Design task_sequencer_mem_arbiter, sky130hd; sources not shown.
Run 1, routed metal, one colour a layer:
(4 px per um) Only two layers are drawn.
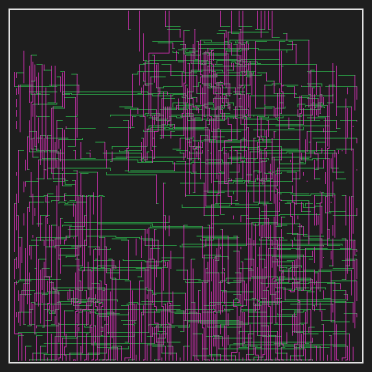
legend:
  met2:
    colour: magenta
    wire_length: 5300 um
  met1:
    colour: green
    wire_length: 3590 um
total global-route track usage: 24.8%
WL final: 10100 um

Run 1, zoomed window:
Window x 24 to 64, y 24 to 64 um. Cells in grey, sequential cells in the stronger grey; small squares are vias.
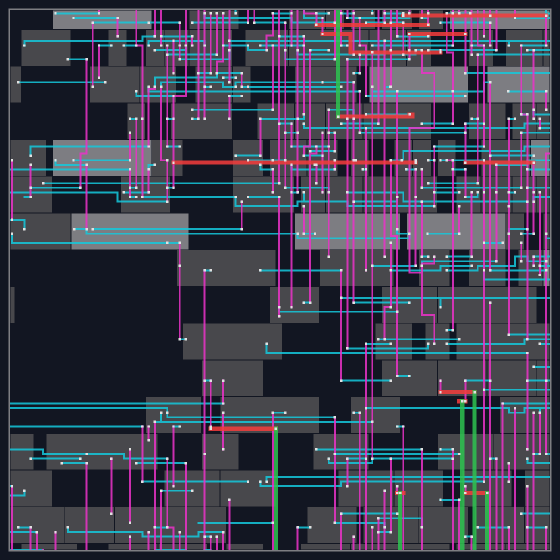
legend:
  met4:
    colour: green
  met2:
    colour: magenta
  met3:
    colour: red
  met1:
    colour: cyan
most frequent: clkdlybuf4s50_1 (13), buf_4 (11)
sequential cells in the window: 8
cells with their middle in the window: 99

Run 1, M2 wires:
(4 px per um) Cells faint in the background.
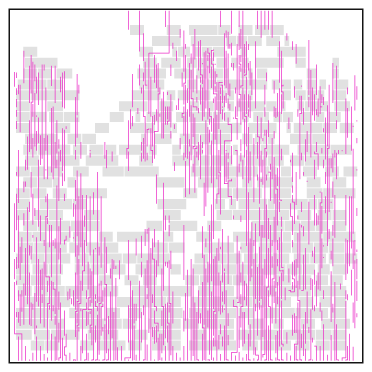
main direction: vertical
longest straight run: 43.5 um
nets with wire on the layer: 538
share of all routed wire: 53%
Vias: 2797
grt met2 use: 46.9%

==> reports/qor.csv <==
stage,metric,value,unit
power_and_ir_drop,Comb power,2.34,mW
job,Log Warnings,31,
power_and_ir_drop,Clk pwr share,8.6,%
power_and_ir_drop,sequential power,0.377,mW
yosys,"Adder Share, Synth",2.51,%
timing,Slew @ Worst Pin,0.436,ns
yosys,Syn Inst Count,198,
floorplanning,FP Rows,30,
yosys,leading area contributor after synthesis,mux4_2,
setup_path,"reg-to-reg slack, setup",0.10,ns
grt,number of global-route vias before repair,2885,
clock_tree,clk sinks,16,
yosys,YS chip area,2000,um^2
place,HPWL after DPL,7600,um
setup_path,crit path buf inv count,4,
setup_path,crit path DAT,1.79,ns
layout,Non-clk invs,5,
timing,post-route setup slack,-0.104,ns
timing,Worst Hold Margin,0.346,ns
yosys,Synth top cell by count,mux4_2,
min_path,HP Class,reg2reg,
layout,diodes inserted,1,
setup_path,CP Depth,6,
timing,Final Critical Period,2.40,ns
setup_path,Crit Path Class,reg2out,
timing,setup TNS,-1.43,ns
layout,Seq/total area,6.84,%
yosys,ys cells,198,
clock_tree,CTS tree,done,
layout,Sequential cell area,325,um^2
timing,final setup fails,22,
yosys,Main synth FF type,dfxtp_1,
place,GP Congestion,0.829,
status,outcome,"complete, but fails checks",
floorplanning,die area,7740,um^2
grt,routing usage on met3,4.90,%
setup_path,worst endpoint required time,1.69,ns
layout,most frequent cells in the layout,"146 x clkdlybuf4s50_1, 39 x buf_6, 35 x mux4_2, 31 x buf_4, 25 x and3_4",
clock_tree,CTS resizes,234,
power_and_ir_drop,Psw,1.11,mW
yosys,synth top area cells,"mux4_2 39%, dfxtp_1 16%, and3_1 9.7%",
timing,relative slew slack,70.9,%
floorplanning,fp_density,28.6,%
timing,RSZ-0062 raised after global routing,yes,
clock_tree,post-CTS setup buffers,6,
status,failing checks,negative setup slack,
yosys,"EDFF count, synth",0,
setup_path,critical path's slowest cell,mux4_2,
No activity file was given, so power comes from the tool's default toggle rates.
